[src/rtl/cpu_types_pkg.sv]
// Shared CPU types: machine word, ALU opcodes and the ALU arbiter state encoding.
package cpu_types_pkg;

    localparam int unsigned WORD_W = 32;

    typedef logic [WORD_W-1:0] word_t;

    typedef enum logic [3:0] {
        ALU_ADD  = 4'd0,
        ALU_SUB  = 4'd1,
        ALU_AND  = 4'd2,
        ALU_OR   = 4'd3,
        ALU_XOR  = 4'd4,
        ALU_SLL  = 4'd5,
        ALU_SRL  = 4'd6,
        ALU_SRA  = 4'd7,
        ALU_SLT  = 4'd8,
        ALU_SLTU = 4'd9
    } aluop_t;

    typedef enum logic [1:0] {
        IDLE = 2'd0,
        EXEC = 2'd1,
        RESP = 2'd2
    } arb_state_t;

endpackage

[src/rtl/alu_arbiter_if.sv]
// Requester-side and ALU-side bus of the shared-ALU arbiter.
interface alu_arbiter_if #(
    parameter int unsigned NREQ = 2
);
    import cpu_types_pkg::*;

    logic [NREQ-1:0] req;
    aluop_t          op [NREQ];
    word_t           a  [NREQ];
    word_t           b  [NREQ];
    logic [NREQ-1:0] gnt;
    logic [NREQ-1:0] done;
    word_t           result;
    logic            n_out;
    logic            z_out;
    logic            v_out;

    aluop_t          alu_op_o;
    word_t           port_a_o;
    word_t           port_b_o;
    word_t           port_o_i;
    logic            n_i;
    logic            z_i;
    logic            v_i;

    // Requesters plus the ALU itself sit on the master side.
    modport master (
        output req, op, a, b, port_o_i, n_i, z_i, v_i,
        input  gnt, done, result, n_out, z_out, v_out, alu_op_o, port_a_o, port_b_o
    );

    modport slave (
        input  req, op, a, b, port_o_i, n_i, z_i, v_i,
        output gnt, done, result, n_out, z_out, v_out, alu_op_o, port_a_o, port_b_o
    );

endinterface

[src/rtl/alu_arbiter_rr_pick.sv]
// Combinational winner select: first set request searching upward from ptr, wrapping.
module rr_pick #(
    parameter int unsigned NREQ  = 2,
    parameter int unsigned IDX_W = 1
) (
    input  logic [NREQ-1:0]  req,
    input  logic [IDX_W-1:0] ptr,
    output logic [NREQ-1:0]  winner
);

    int unsigned pos;
    logic        found;

    always_comb begin
        winner = '0;
        found  = 1'b0;
        pos    = 0;
        for (int unsigned i = 0; i < NREQ; i++) begin
            pos = (32'(ptr) + i) % NREQ;
            if (!found && req[IDX_W'(pos)]) begin
                winner[IDX_W'(pos)] = 1'b1;
                found               = 1'b1;
            end
        end
    end

endmodule

[src/rtl/alu_arbiter.sv]
// Shares one ALU between NREQ requesters: grant, execute, respond (3 cycles per op).
// ALU_ARB_RR_EN selects round-robin arbitration; otherwise lowest index wins.
module alu_arbiter
    import cpu_types_pkg::*;
#(
    parameter int unsigned NREQ = 2
) (
    input  logic          CLK,
    input  logic          nRST,
    alu_arbiter_if.slave  bus
);

    localparam int unsigned IDX_W = (NREQ > 1) ? $clog2(NREQ) : 1;

    arb_state_t       state;
    logic [NREQ-1:0]  winner;
    logic [IDX_W-1:0] ptr;
    logic [IDX_W-1:0] win_idx;
    logic [IDX_W-1:0] owner;
    aluop_t           op_q;
    word_t            a_q;
    word_t            b_q;
    logic             any_req;

    assign any_req = |bus.req;

    rr_pick #(.NREQ(NREQ), .IDX_W(IDX_W)) u_pick (
        .req    (bus.req),
        .ptr    (ptr),
        .winner (winner)
    );

    always_comb begin
        win_idx = '0;
        for (int unsigned i = 0; i < NREQ; i++) begin
            if (winner[IDX_W'(i)]) win_idx = IDX_W'(i);
        end
    end

    // Grant marks the capture edge, so it is only visible while idle and out of reset.
    assign bus.gnt = (state == IDLE && nRST) ? winner : '0;

`ifdef ALU_ARB_RR_EN
    always_ff @(posedge CLK or negedge nRST) begin
        if (!nRST) begin
            ptr <= '0;
        end else if (state == IDLE && any_req) begin
            ptr <= (32'(win_idx) == NREQ - 1) ? '0 : win_idx + IDX_W'(1);
        end
    end
`else
    assign ptr = '0;
`endif

    // The ALU only ever sees latched operands.
    assign bus.alu_op_o = op_q;
    assign bus.port_a_o = a_q;
    assign bus.port_b_o = b_q;

    always_ff @(posedge CLK or negedge nRST) begin
        if (!nRST) begin
            state      <= IDLE;
            bus.done   <= '0;
            bus.result <= '0;
            bus.n_out  <= 1'b0;
            bus.z_out  <= 1'b0;
            bus.v_out  <= 1'b0;
            op_q       <= ALU_ADD;
            a_q        <= '0;
            b_q        <= '0;
            owner      <= '0;
        end else begin
            bus.done <= '0;
            case (state)
                IDLE: begin
                    if (any_req) begin
                        op_q  <= bus.op[win_idx];
                        a_q   <= bus.a[win_idx];
                        b_q   <= bus.b[win_idx];
                        owner <= win_idx;
                        state <= EXEC;
                    end
                end
                EXEC: begin
                    bus.result <= bus.port_o_i;
                    bus.n_out  <= bus.n_i;
                    bus.z_out  <= bus.z_i;
                    bus.v_out  <= bus.v_i;
                    bus.done   <= NREQ'(1) << owner;
                    state      <= RESP;
                end
                RESP:    state <= IDLE;
                default: state <= IDLE;
            endcase
        end
    end

endmodule

[src/flat_wrapper.sv]
// flat-port wrapper written by rule: the top's interface ports become plain ports
module alu_arbiter_flat import cpu_types_pkg::*;
#(
    parameter int unsigned NREQ = 2
)
  (CLK, nRST, bus_req, bus_op, bus_a, bus_b, bus_port_o_i, bus_n_i, bus_z_i, bus_v_i, bus_gnt, bus_done, bus_result, bus_n_out, bus_z_out, bus_v_out, bus_alu_op_o, bus_port_a_o, bus_port_b_o);
  alu_arbiter_if #(.NREQ(NREQ)) bus_i ();
  input  logic CLK;
  input  logic nRST;
  input wire logic [$bits(bus_i.req)-1:0] bus_req;
  input wire logic [$bits(bus_i.op)-1:0] bus_op;
  input wire logic [$bits(bus_i.a)-1:0] bus_a;
  input wire logic [$bits(bus_i.b)-1:0] bus_b;
  input wire logic [$bits(bus_i.port_o_i)-1:0] bus_port_o_i;
  input wire logic [$bits(bus_i.n_i)-1:0] bus_n_i;
  input wire logic [$bits(bus_i.z_i)-1:0] bus_z_i;
  input wire logic [$bits(bus_i.v_i)-1:0] bus_v_i;
  output wire logic [$bits(bus_i.gnt)-1:0] bus_gnt;
  output wire logic [$bits(bus_i.done)-1:0] bus_done;
  output wire logic [$bits(bus_i.result)-1:0] bus_result;
  output wire logic [$bits(bus_i.n_out)-1:0] bus_n_out;
  output wire logic [$bits(bus_i.z_out)-1:0] bus_z_out;
  output wire logic [$bits(bus_i.v_out)-1:0] bus_v_out;
  output wire logic [$bits(bus_i.alu_op_o)-1:0] bus_alu_op_o;
  output wire logic [$bits(bus_i.port_a_o)-1:0] bus_port_a_o;
  output wire logic [$bits(bus_i.port_b_o)-1:0] bus_port_b_o;
  assign bus_i.req = bus_req;
  assign bus_i.op = {>>{bus_op}};
  assign bus_i.a = {>>{bus_a}};
  assign bus_i.b = {>>{bus_b}};
  assign bus_i.port_o_i = bus_port_o_i;
  assign bus_i.n_i = bus_n_i;
  assign bus_i.z_i = bus_z_i;
  assign bus_i.v_i = bus_v_i;
  assign bus_gnt = bus_i.gnt;
  assign bus_done = bus_i.done;
  assign bus_result = bus_i.result;
  assign bus_n_out = bus_i.n_out;
  assign bus_z_out = bus_i.z_out;
  assign bus_v_out = bus_i.v_out;
  assign bus_alu_op_o = bus_i.alu_op_o;
  assign bus_port_a_o = bus_i.port_a_o;
  assign bus_port_b_o = bus_i.port_b_o;
  alu_arbiter #(.NREQ(NREQ)) u_core (.CLK(CLK), .nRST(nRST), .bus(bus_i));
endmodule
[config.mk]
export PLATFORM = sky130hd
export DESIGN_NAME = alu_arbiter_flat
export DESIGN_NICKNAME = d
export VERILOG_FILES = /design/src/rtl/cpu_types_pkg.sv /design/src/rtl/alu_arbiter_if.sv /design/src/rtl/alu_arbiter_rr_pick.sv /design/src/rtl/alu_arbiter.sv /design/src/flat_wrapper.sv
export SDC_FILE = /design/constraint.sdc
export NUM_CORES = 1
export LEC_CHECK = 0
export ABC_AREA = 1
export CORE_MARGIN = 2
export CORE_UTILIZATION = 36
export CTS_BUF_LIST = sky130_fd_sc_hd__clkbuf_4 sky130_fd_sc_hd__clkbuf_8
export DETAILED_ROUTE_END_ITERATION = 12
export PLACE_DENSITY = 0.79
export SETUP_SLACK_MARGIN = 0.4
export SLEW_MARGIN = 25
export SYNTH_ARGS = -nofsm -noshare
export SYNTH_HDL_FRONTEND = slang
export SYNTH_HIERARCHICAL = 1
export SYNTH_SLANG_ARGS = --single-unit
[constraint.sdc]
create_clock -name CLK -period 1.14 [get_ports CLK]
set_input_delay 0.228 -clock CLK [delete_from_list [all_inputs] [get_ports CLK]]
set_output_delay 0.228 -clock CLK [all_outputs]
set_load 0.01 [all_outputs]
Fig. 1: metal 4
Cells faint in the background.
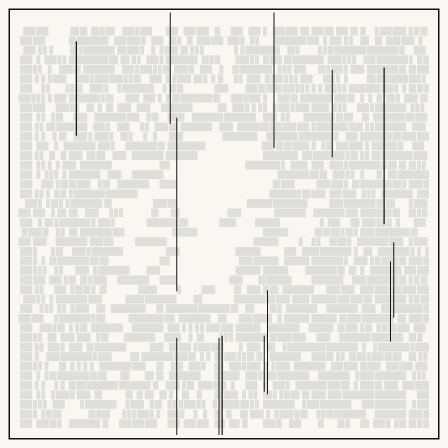
wire length on this layer: 384 µm
nets with wire on the layer: 13
longest straight run: 49.0 µm
main direction: vertical

Fig. 2: close-up of the layout
Region (79, 18) to (104, 43) µm. Cells in grey, sequential cells in the stronger grey; small squares are vias.
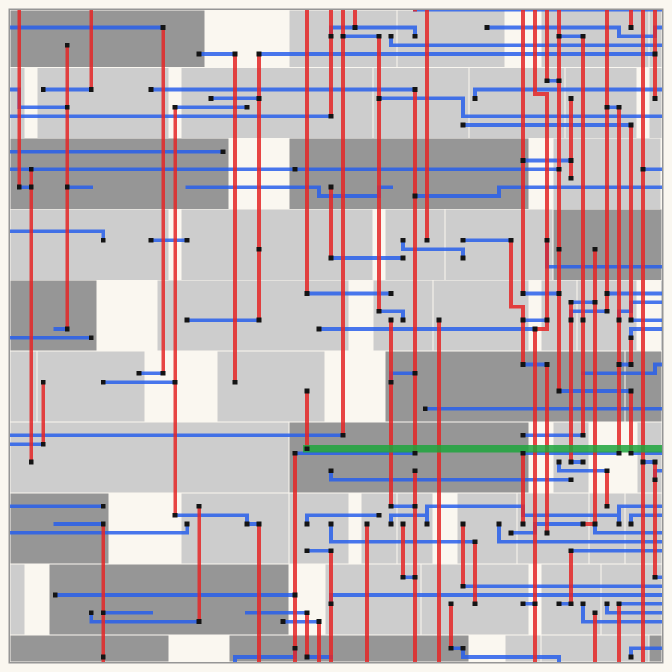
[M2] red
[M1] blue
[M3] green
most frequent: nand2_1 (6), nand2_2 (6), dfrtp_1 (6)
netlist names of flops here include: u_core/bus.done (2), u_core/bus.result (2)
cells with their middle in the window: 40
sequential cells in the window: 6

Fig. 3: power grid
The bar under the picture is 20 µm long. Pins as bars on the die edge. Tap cells in grey.
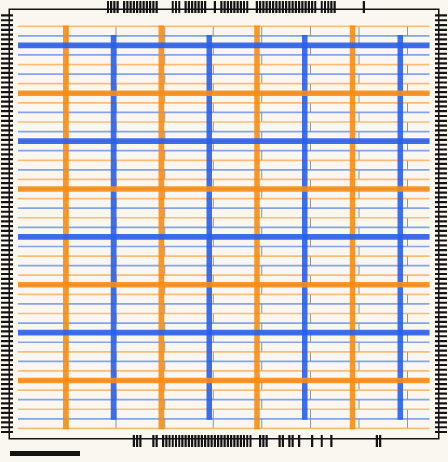
[VSS] orange
[VDD] blue
tap cells: 176
met5 straps: 8
signal pins: 282
met1 rails: 43
rows: 42

==> flow_summary_export.csv <==
group,metric,value,unit
floorplan,pin_count,282,
setup_path,crit_path_end,"bus_gnt[0]",
final_timing,max_clock_freq,671,MHz
final_timing,rsz0062_at_grt,"yes",
logic_synthesis,netlist_top_cells_count,"519 x nand2_1, 108 x dfrtp_1, 26 x buf_2",
final_timing,worstMarginPinSlew,0.640,ns
grt,antenna_found_initial,0,
finish,mostFrequentLayoutCell,"nand2_1",
pwr,p_leak,0.00536,µW
finish,nClkBuffers,10,
finish,ff_count,108,
placed_design,place_ws,-0.764,ns
clock_network,cts_root_buf,"clkbuf_8",
final_timing,finClkSkew,0.00862,ns
finish,nets,1229,
logic_synthesis,synthCells,685,
finish,buf_share,0.396,
floorplan,die-area,0.0148,mm²
final_timing,hold_violations,20,
final_timing,period_used_share,1.31,
logic_synthesis,yosys_area,0.00498,mm²
clock_network,insertion_delay,0.37,ns
finish,drive_above_1_share,0.405,
grt,grt_pass1_wl,26400,µm
flow_run,warnings,29,
logic_synthesis,synth-edff-count,0,
logic_synthesis,flop_cell,"dfrtp_1",
grt,grt_start_max_net_pins,60,
logic_synthesis,synth_seq_share,0.543,
setup_path,crit_cells,4,
setup_path,slowest_delay,0.42,ns
setup_path,critPathLaunch,"u_core/state[0]",
grt,grt_pass1_vias,5152,
final_timing,relSlewSlack,0.573,
logic_synthesis,synth_cell_types,16,
floorplan,rows,42,
finish,n_antenna_cell,0,
finish,final_cell_mix,"340 x nand2_1, 171 x clkdlybuf4s50_1, 118 x nand2_2",
pwr,power.internal,15400,µW
placed_design,io_buffers,281,
flow_run,maxCapViolCount,0,
clock_network,clk_pin_slew,0.12,ns
detailed_routing,ant_nets,0,
clock_network,clockBufferDepth,2,
pwr,netSwitchingFraction,0.400,
final_timing,timing.final.ws_setup,-0.350,ns
status,violations,"hold timing, setup timing",
setup_path,worstPathCellList,"nor2_2, nand2_2, nor2_2, buf_2",
detailed_routing,first_pass_iters,4,
finish,inverters,10,
final_timing,fin_hold_ws,-0.0141,ns
setup_path,path_delay_family,"flip-flops",
logic_synthesis,top_cell_area_share,0.543,
logic_synthesis,async_flop_share,1.00,
detailed_routing,drc_errors,0,
setup_path,reg2reg_to,"u_core/bus.port_a_o[21]",
finish,top_area_cell_class,"non-clock buffers",
clock_network,cts.sinks,108,
finish,comb_area,0.00285,mm²
setup_path,rrSetupSlack,-0.27,ns
pwr,comb_power_share,0.620,
final_timing,finalSetupViolCount,148,
status,status,"finished with violations",
-- power by group through the flow --
stage	Combinational (µW)	Sequential, µW	Clock [µW]
4_1_cts	10800	6620	2740
2_1_floorplan	3370	7480	0
3_5_place_dp	9660	6640	0
5_1_grt	16900	7250	2920
6_report	15900	7070	2700
3_3_place_gp	9530	6610	0
-- registers in the layout, summed over array words and instances (netlist names) --
register / count
u_core/bus.port_a_o: 32
u_core/bus.port_b_o: 32
u_core/bus.result: 32
u_core/bus.alu_op_o: 4
u_core/bus.done: 2
u_core/state: 2
u_core/bus.n_out: 1
u_core/bus.v_out: 1
u_core/bus.z_out: 1
u_core/owner: 1
-- timing repair --
item | CTS | global route
gates resized | 490 | 275
setup buffers | 29 | 41
pin swaps | 5 | 83
cloned | 9 | 12
endpoints found under the setup margin | 215 | 215
-- cell families (layout without fill, tap and decap cells) --
| family | after synthesis | in the layout | share of synthesized area |
|---|---|---|---|
| flops | 108 | 108 | 0.543 |
| buf+inv | 46 | 418 | 0.0510 |
| other cells | 1 | 2 | 0.000754 |
| compound gates | 2 | 2 | 0.00402 |
| simple gates | 528 | 529 | 0.401 |
-- routing by layer --
layer	vias up	global-route usage	wire length [µm]
met4	0	0.0776	384
met5	-	0	0
met2	235	0.397	10400
li1	2779	-	-
met1	2657	0.277	7670
met3	28	0.0679	1660
-- metrics by stage --
| step | cell area, µm² | total power, µW | hold slack [ns] | utilization |
|---|---|---|---|---|
| after global placement | 8060 | 16100 | 0.419 | 0.604 |
| after CTS | 8500 | 20100 | 0.00641 | 0.637 |
| after floorplan | 5020 | 10800 | -0.0676 | - |
| after detailed placement | 8060 | 16300 | 0.415 | 0.604 |
| final | 10000 | 25700 | -0.0141 | 0.752 |
| after global routing | 10000 | 27100 | 0.00563 | 0.752 |
Power and IR drop assume default switching activity.
